**src/rtl/lvds_rx_pkg.sv**
```systemverilog
// Shared types and constants for the 7:1 LVDS receive deserializer.
package lvds_rx_pkg;

    localparam int WORD_W = 7;
    localparam int LANE_N = 4;

    localparam logic [WORD_W-1:0] CLK_PATTERN = 7'b1100011;
    localparam logic [2:0]        SLOT_LAST   = 3'd6;

    typedef enum logic [1:0] {
        ST_SEARCH = 2'd0,
        ST_VERIFY = 2'd1,
        ST_LOCKED = 2'd2
    } state_e;

endpackage

```
**src/rtl/lvds_rx_align.sv**
```systemverilog
// Clock-lane word alignment: pattern tracking, slot counter, lock FSM and
// saturating error count for mismatches seen while locked.
module lvds_rx_align
    import lvds_rx_pkg::*;
#(
    parameter int LOCK_CNT   = 4,
    parameter int UNLOCK_CNT = 2
) (
    input  logic       i_clk,
    input  logic       i_rst_n,
    input  logic       i_rx_clk,
    output logic       o_bnd_stb,
    output logic       o_lock,
    output logic [7:0] o_err_cnt
);

    localparam logic [7:0] LOCK_N   = 8'(LOCK_CNT);
    localparam logic [7:0] UNLOCK_N = 8'(UNLOCK_CNT);

    state_e            r_state;
    state_e            w_state_nxt;
    logic [WORD_W-1:0] r_clk_sr_p0;
    logic [2:0]        r_slot;
    logic [7:0]        r_match_cnt;
    logic [7:0]        r_miss_cnt;
    logic [7:0]        r_err_cnt;
    logic              w_match;
    logic              w_force;
    logic              w_bnd;
    logic              w_lock_hit;
    logic              w_unlock_hit;

    function automatic logic [7:0] sat_inc(input logic [7:0] v);
        return (v == 8'hFF) ? v : v + 8'd1;
    endfunction

    // stage p0: clock-lane shift register, bit 6 is the first-received bit
    always_ff @(posedge i_clk or negedge i_rst_n) begin
        if (!i_rst_n) begin
            r_clk_sr_p0 <= '0;
        end else begin
            r_clk_sr_p0 <= {r_clk_sr_p0[WORD_W-2:0], i_rx_clk};
        end
    end

    assign w_match      = (r_clk_sr_p0 == CLK_PATTERN);
    // while searching, a pattern hit is treated as slot 6 in the same cycle
    assign w_force      = (r_state == ST_SEARCH) && w_match;
    assign w_bnd        = w_force || (r_slot == SLOT_LAST);
    assign w_lock_hit   = ((r_match_cnt + 8'd1) >= LOCK_N);
    assign w_unlock_hit = ((r_miss_cnt + 8'd1) >= UNLOCK_N);

    always_ff @(posedge i_clk or negedge i_rst_n) begin
        if (!i_rst_n) begin
            r_state <= ST_SEARCH;
        end else begin
            r_state <= w_state_nxt;
        end
    end

    always_comb begin
        w_state_nxt = r_state;
        case (r_state)
            ST_SEARCH: begin
                if (w_force) begin
                    w_state_nxt = w_lock_hit ? ST_LOCKED : ST_VERIFY;
                end
            end
            ST_VERIFY: begin
                if (w_bnd) begin
                    if (!w_match) begin
                        w_state_nxt = ST_SEARCH;
                    end else if (w_lock_hit) begin
                        w_state_nxt = ST_LOCKED;
                    end
                end
            end
            ST_LOCKED: begin
                if (w_bnd && !w_match && w_unlock_hit) begin
                    w_state_nxt = ST_SEARCH;
                end
            end
            default: w_state_nxt = ST_SEARCH;
        endcase
    end

    // the word that completes lock is emitted along with every locked word
    always_comb begin
        o_lock    = (r_state == ST_LOCKED);
        o_bnd_stb = w_bnd && ((r_state == ST_LOCKED) || (w_state_nxt == ST_LOCKED));
    end

    always_ff @(posedge i_clk or negedge i_rst_n) begin
        if (!i_rst_n) begin
            r_slot      <= '0;
            r_match_cnt <= '0;
            r_miss_cnt  <= '0;
            r_err_cnt   <= '0;
        end else begin
            r_slot <= w_bnd ? 3'd0 : r_slot + 3'd1;
            case (r_state)
                ST_SEARCH: begin
                    r_match_cnt <= w_force ? 8'd1 : 8'd0;
                    r_miss_cnt  <= '0;
                end
                ST_VERIFY: begin
                    if (w_bnd) begin
                        r_match_cnt <= w_match ? r_match_cnt + 8'd1 : 8'd0;
                    end
                end
                ST_LOCKED: begin
                    r_match_cnt <= '0;
                    if (w_bnd) begin
                        if (w_match) begin
                            r_miss_cnt <= '0;
                        end else begin
                            r_miss_cnt <= w_unlock_hit ? 8'd0 : r_miss_cnt + 8'd1;
                            r_err_cnt  <= sat_inc(r_err_cnt);
                        end
                    end
                end
                default: begin
                    r_match_cnt <= '0;
                    r_miss_cnt  <= '0;
                end
            endcase
        end
    end

    assign o_err_cnt = r_err_cnt;

endmodule

```
**src/rtl/lvds_rx_deser.sv**
```systemverilog
// 4-lane 7:1 LVDS receive deserializer with clock-lane word alignment.
// Define LVDS_RX_JEIDA_EN for JEIDA bit mapping; VESA mapping otherwise.
module lvds_rx_deser
    import lvds_rx_pkg::*;
#(
    parameter int LOCK_CNT   = 4,
    parameter int UNLOCK_CNT = 2
) (
    input  logic              iOSC,
    input  logic              iRESET,
    input  logic              iRX_CLK,
    input  logic [LANE_N-1:0] iRX_DATA,
    output logic              oPIX_VALID,
    output logic [7:0]        oR,
    output logic [7:0]        oG,
    output logic [7:0]        oB,
    output logic              oDE,
    output logic              oHS,
    output logic              oVS,
    output logic              oLOCK,
    output logic [7:0]        oERR_CNT
);

    logic [1:0]                    r_rst_sync;
    logic                          w_rst_n;
    logic [LANE_N-1:0][WORD_W-1:0] r_lane_sr_p0;
    logic                          w_bnd_stb;
    logic [7:0]                    w_r;
    logic [7:0]                    w_g;
    logic [7:0]                    w_b;
    logic                          w_de;
    logic                          w_hs;
    logic                          w_vs;
    logic                          w_unused_rsvd;
    logic                          r_vld_p1;
    logic [7:0]                    r_r_p1;
    logic [7:0]                    r_g_p1;
    logic [7:0]                    r_b_p1;
    logic                          r_de_p1;
    logic                          r_hs_p1;
    logic                          r_vs_p1;

    // assert immediately, release after two iOSC edges
    always_ff @(posedge iOSC or negedge iRESET) begin
        if (!iRESET) begin
            r_rst_sync <= 2'b00;
        end else begin
            r_rst_sync <= {r_rst_sync[0], 1'b1};
        end
    end

    assign w_rst_n = r_rst_sync[1];

    lvds_rx_align #(
        .LOCK_CNT   (LOCK_CNT),
        .UNLOCK_CNT (UNLOCK_CNT)
    ) u_align (
        .i_clk     (iOSC),
        .i_rst_n   (w_rst_n),
        .i_rx_clk  (iRX_CLK),
        .o_bnd_stb (w_bnd_stb),
        .o_lock    (oLOCK),
        .o_err_cnt (oERR_CNT)
    );

    // stage p0: data-lane shift registers, aligned with the clock-lane register
    always_ff @(posedge iOSC or negedge w_rst_n) begin
        if (!w_rst_n) begin
            r_lane_sr_p0 <= '0;
        end else begin
            for (int i = 0; i < LANE_N; i++) begin
                r_lane_sr_p0[i] <= {r_lane_sr_p0[i][WORD_W-2:0], iRX_DATA[i]};
            end
        end
    end

    assign w_de          = r_lane_sr_p0[2][6];
    assign w_vs          = r_lane_sr_p0[2][5];
    assign w_hs          = r_lane_sr_p0[2][4];
    assign w_unused_rsvd = r_lane_sr_p0[3][6];

`ifdef LVDS_RX_JEIDA_EN
    assign w_r = {r_lane_sr_p0[0][5:0], r_lane_sr_p0[3][1:0]};
    assign w_g = {r_lane_sr_p0[1][4:0], r_lane_sr_p0[0][6], r_lane_sr_p0[3][3:2]};
    assign w_b = {r_lane_sr_p0[2][3:0], r_lane_sr_p0[1][6:5], r_lane_sr_p0[3][5:4]};
`else
    assign w_r = {r_lane_sr_p0[3][1:0], r_lane_sr_p0[0][5:0]};
    assign w_g = {r_lane_sr_p0[3][3:2], r_lane_sr_p0[1][4:0], r_lane_sr_p0[0][6]};
    assign w_b = {r_lane_sr_p0[3][5:4], r_lane_sr_p0[2][3:0], r_lane_sr_p0[1][6:5]};
`endif

    // stage p1: registered pixel outputs, held between emitted words
    always_ff @(posedge iOSC or negedge w_rst_n) begin
        if (!w_rst_n) begin
            r_vld_p1 <= 1'b0;
            r_r_p1   <= '0;
            r_g_p1   <= '0;
            r_b_p1   <= '0;
            r_de_p1  <= 1'b0;
            r_hs_p1  <= 1'b0;
            r_vs_p1  <= 1'b0;
        end else begin
            r_vld_p1 <= w_bnd_stb;
            if (w_bnd_stb) begin
                r_r_p1  <= w_r;
                r_g_p1  <= w_g;
                r_b_p1  <= w_b;
                r_de_p1 <= w_de;
                r_hs_p1 <= w_hs;
                r_vs_p1 <= w_vs;
            end
        end
    end

    assign oPIX_VALID = r_vld_p1;
    assign oR         = r_r_p1;
    assign oG         = r_g_p1;
    assign oB         = r_b_p1;
    assign oDE        = r_de_p1;
    assign oHS        = r_hs_p1;
    assign oVS        = r_vs_p1;

endmodule

```
**config.mk**
```make
export PLATFORM = sky130hd
export DESIGN_NAME = lvds_rx_deser
export DESIGN_NICKNAME = d
export VERILOG_FILES = /design/src/rtl/lvds_rx_pkg.sv /design/src/rtl/lvds_rx_align.sv /design/src/rtl/lvds_rx_deser.sv
export SDC_FILE = /design/constraint.sdc
export NUM_CORES = 1
export LEC_CHECK = 0
export CORE_MARGIN = 4
export CORE_UTILIZATION = 60
export DETAILED_ROUTE_END_ITERATION = 12
export PLACE_DENSITY_LB_ADDON = 0.1
export SKIP_CTS_REPAIR_TIMING = 1
export SLEW_MARGIN = 20
export SYNTH_ARGS = -nofsm -noshare
export SYNTH_HDL_FRONTEND = slang
export SYNTH_SLANG_ARGS = --single-unit
```
**constraint.sdc**
```tcl
create_clock -name iOSC -period 8.8 [get_ports iOSC]
set_clock_uncertainty 0.15 [all_clocks]
set_input_delay 1.76 -clock iOSC [delete_from_list [all_inputs] [get_ports iOSC]]
set_output_delay 1.76 -clock iOSC [all_outputs]
set_load 0.005 [all_outputs]
```
==> notes.org, run 1 <==
#+TITLE: Synthesis and PnR summary

** Die
- Per the OpenROAD floorplan log, the height of the die is between 90 and 100 um.
- From left edge to right edge, the die measures approximately 90 um.
- Std cell rows :: 29

** CTS
- Per the CTS log, the root buffer master is sky130_fd_sc_hd__clkbuf_8.
- Per the post-CTS timing run, clock transition at the registers of the reported paths is ~0.090 ns.
- TritonCTS clock tree :: done
- Counting along the longest clock path gives a buffer depth of 2.

** Final layout
- Non-clock inverter instance count of the final layout :: 5
- The number of sequential cells reported for the layout is between 90 and 100.
- Most used logic cell in the final layout :: sky130_fd_sc_hd__dfrtp_1
- Number of signal-net buffers in the layout :: about 45
- Between the synthesized netlist and the finished layout, the area growth was recorded as 16.5%.
- At the end of the flow the core is filled with cells to 0.732.
- Top logic cells by instance count in the layout :: sky130_fd_sc_hd__dfrtp_1, sky130_fd_sc_hd__clkdlybuf4s50_1, sky130_fd_sc_hd__nand2_1

** Critical path
- The worst setup path is captured at an output pin.
- Endpoint of the worst setup timing path :: oLOCK
- STA shows the worst reg2reg path with a cell count of 8.
- According to the timing report, the critical path is launched from u_align.r_state[0]$_DFF_PN0_.
- Critical path cell sequence :: inv_1 -> nand2_1 -> inv_1 -> clkdlybuf4s50_1
- Worst reg2reg path startpoint :: u_align.r_slot[0]$_DFF_PN0_
- Slowest library cell on the worst path :: sky130_fd_sc_hd__clkdlybuf4s50_1
- Highest net fanout along the worst path :: 31
- The most numerous cell type found on the critical path is sky130_fd_sc_hd__inv_1.
- Data arrival time of the critical path :: 2.23 ns

** Logic synthesis
- Yosys cell count :: approximately 380
- Mean post-synth cell area :: around 11 um^2
- Count of warnings emitted by yosys :: 0
- Synthesized-area fraction occupied by adder cells :: 0.0185
- Dominant comb cell :: simple AND/OR/NAND/NOR gates
- AND-OR/OR-AND share of the synthesized area :: 0.157
- Register area share after synthesis :: 0.574
- Yosys instantiated no cell more often than sky130_fd_sc_hd__dfrtp_1.

** Global route
- Global routing met1 resource utilization :: 0.293
- Overall Global Routing Usage :: 0.206
- Initial antenna violation count :: 0

** Drt
- The detailed router reports a met3 wire length of approximately 390 um.
- Antenna Nets Post-Route :: 0
- Violation tally from detailed-route iteration zero :: ~260

** Place
- Dpl cells :: around 470
- Placed standard-cell area :: around 4500 um^2
- RePlAce ended its routability-driven mode at a weighted congestion of roughly 0.85.

** Min path
- Critical hold path startpoint :: r_rst_sync[0]$_DFF_PN0_

** Final timing
- Total count of hold-check failures in the final report :: 0
- Setup repair after global routing missed its margin :: false
- The most critical hold endpoint after final layout shows a slack of ~0.22 ns.
- For this run, the top clock speed supported by timing is around 240 MHz.

** Outcome
- The run finished with clean final reports.
-- run 1: power by group --
group	switching (mW)	total, mW	internal (mW)	leakage [nW]
clock	0.150	0.300	0.150	0.111
combinational	0.0498	0.0896	0.0398	0.879
sequential	0.0252	0.480	0.455	1.07
total	0.225	0.870	0.645	2.06
-- run 1: worst max-delay path, delay by kind of cell (launching register included) --
kind	cells	cell delay, ns
simple gates	1	0.11
flops	1	0.44
buf+inv	3	1.32
-- run 1: sequential cells by signal, indices dropped and copies added, names as in the netlist --
name and cells:
oB 8, oDE 1, oG 8, oHS 1, oPIX_VALID 1, oR 8
oVS 1, r_lane_sr_p0 27, r_rst_sync 2, u_align.o_err_cnt 8, u_align.r_clk_sr_p0 7, u_align.r_match_cnt 8
u_align.r_miss_cnt 8, u_align.r_slot 3, u_align.r_state 2
Figure 1. The metal 3 layer (run 1).
The bar under the picture is 20 um long.
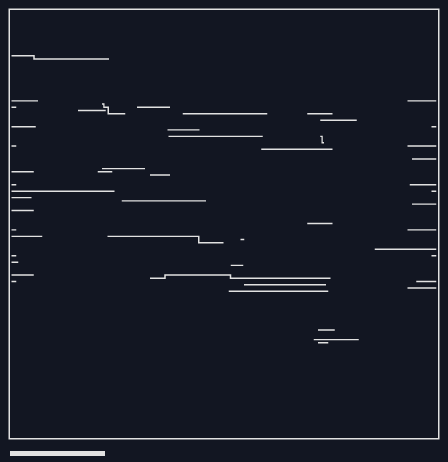
42 nets have wire on it. The wires run mostly horizontal. The layer carries 386 um of wire.

Figure 2. Placed cells, one colour a class (run 1).
Fill, decap, tap and diode cells in grey.
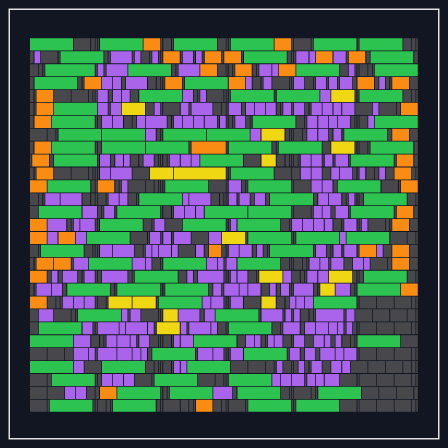
Key: purple = remaining logic cells [cells 256]; yellow = clock drivers and dummy loads [cells 16]; green = registers [cells 93]; orange = remaining buffers and delay cells [cells 45]
area inside the core boundary: 6460 um^2
post-layout instance area: 4730 um^2
flop share of the area: 0.493

Figure 3. Metal 2 (run 1).
Cells faint in the background.
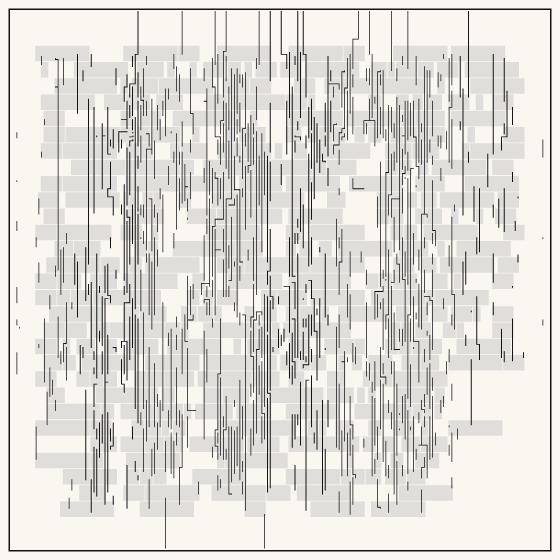
The wires run mostly vertical. The layer carries 3,900 um of wire.

## Run 2: what changed since run 1
- CORE_UTILIZATION: 60 -> 56
- clock period: 8.8 -> 4.3 ns (I/O delays scaled with it)
==> notes.org, run 2 <==
#+TITLE: Synthesis and PnR summary

** Outcome
- Result of the run :: finished clean (unchanged)

** Logic synthesis
- Dominant cell by count in the synthesized netlist :: sky130_fd_sc_hd__dfrtp_1 (unchanged)
- Register area share after synthesis :: 0.574 (unchanged)
- Count of warnings emitted by yosys :: 0 (unchanged)
- Mean post-synth cell area :: 10.8 um^2 (unchanged)
- The area fraction in full adders, half adders and majority gates came to 0.0185 (unchanged).

** Critical path
- The maximum net fanout on the critical path was 31 (unchanged).
- The cell with the largest stage delay on the worst path is sky130_fd_sc_hd__clkdlybuf4s50_1 (unchanged).
- Number of buffers and inverters on the critical path :: 3 (unchanged)
- CP endpoint kind :: output pin (unchanged)
- Worst reg2reg path startpoint :: u_align.r_slot[0]$_DFF_PN0_ (unchanged)
- The first element of the critical path is u_align.r_state[0]$_DFF_PN0_ (unchanged).
- The cell class contributing the biggest share of worst-path delay is buffers and inverters (unchanged).

** Place
- The final weighted congestion of routability-driven global placement came to 0.824 (was 0.847).
- The placed instance area is 4530 um^2 (was 4480 um^2).

** Global route
- Overall Global Routing Usage :: 0.206 (about the same)

** Final layout
- Most used logic cell in the final layout :: sky130_fd_sc_hd__dfrtp_1 (unchanged)
- Top logic cells by instance count in the layout :: sky130_fd_sc_hd__dfrtp_1, sky130_fd_sc_hd__clkdlybuf4s50_1, sky130_fd_sc_hd__nand2_1 (unchanged)
- The post-synthesis to final-layout area growth is 17.6% (was 16.5%).

** Die
- The placement row count came to 30 (was 29).

** CTS
- CTS max path bufs :: 2 (unchanged)

** Final timing
- Setup repair after global routing missed its margin :: false (unchanged)

** Drt
- The count of antenna-violating nets left after detailed routing is 0 (unchanged).
==> run 2: power breakdown <==
group | switching, mW | internal (mW) | leakage [nW] | total, mW
registers | 0.0505 | 0.931 | 1.07 | 0.981
logic | 0.101 | 0.0825 | 0.901 | 0.184
clock network | 0.312 | 0.289 | 0.103 | 0.601
total | 0.464 | 1.30 | 2.07 | 1.77
==> run 2: per-stage QoR <==
stage | util | instances
after CTS | 0.686 | 509
after floorplan | - | 375
final | 0.690 | 510
after global routing | 0.690 | 510
after global placement | 0.656 | 493
after detailed placement | 0.656 | 493
==> run 2: layout make-up <==
class                   count  area (um^2)
inverters                   5         18.8
repair buffers             49          495
clock inverters             6         68.8
flip-flops and latches     93         2330
well taps                  96          120
multi-input cells         251         1600
fillers                   540         2140
clock buffers              10          138
Figure 4. The metal 3 layer (run 2).
The bar under the picture is 20 um long.
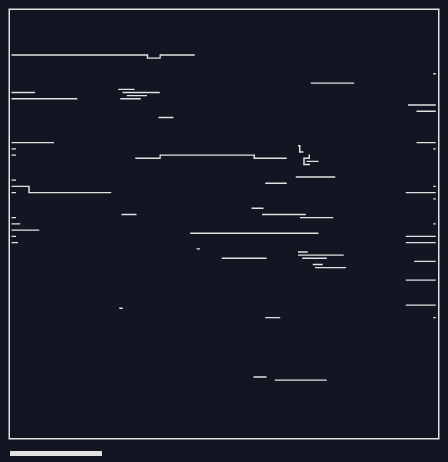
The longest straight run is 29.4 um. The layer carries 342 um of wire. 48 nets have wire on it. The wires run mostly horizontal.

Figure 5. Metal 2 (run 2).
Cells faint in the background.
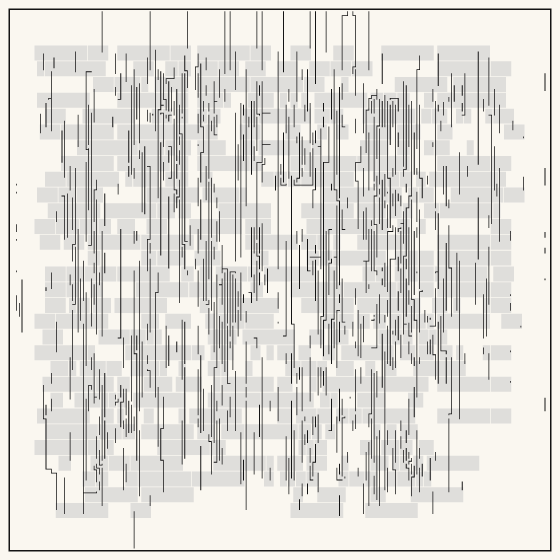
The wires run mostly vertical. 347 nets have wire on it. The layer holds 47% of the routed length.

Power and IR drop assume default switching activity.
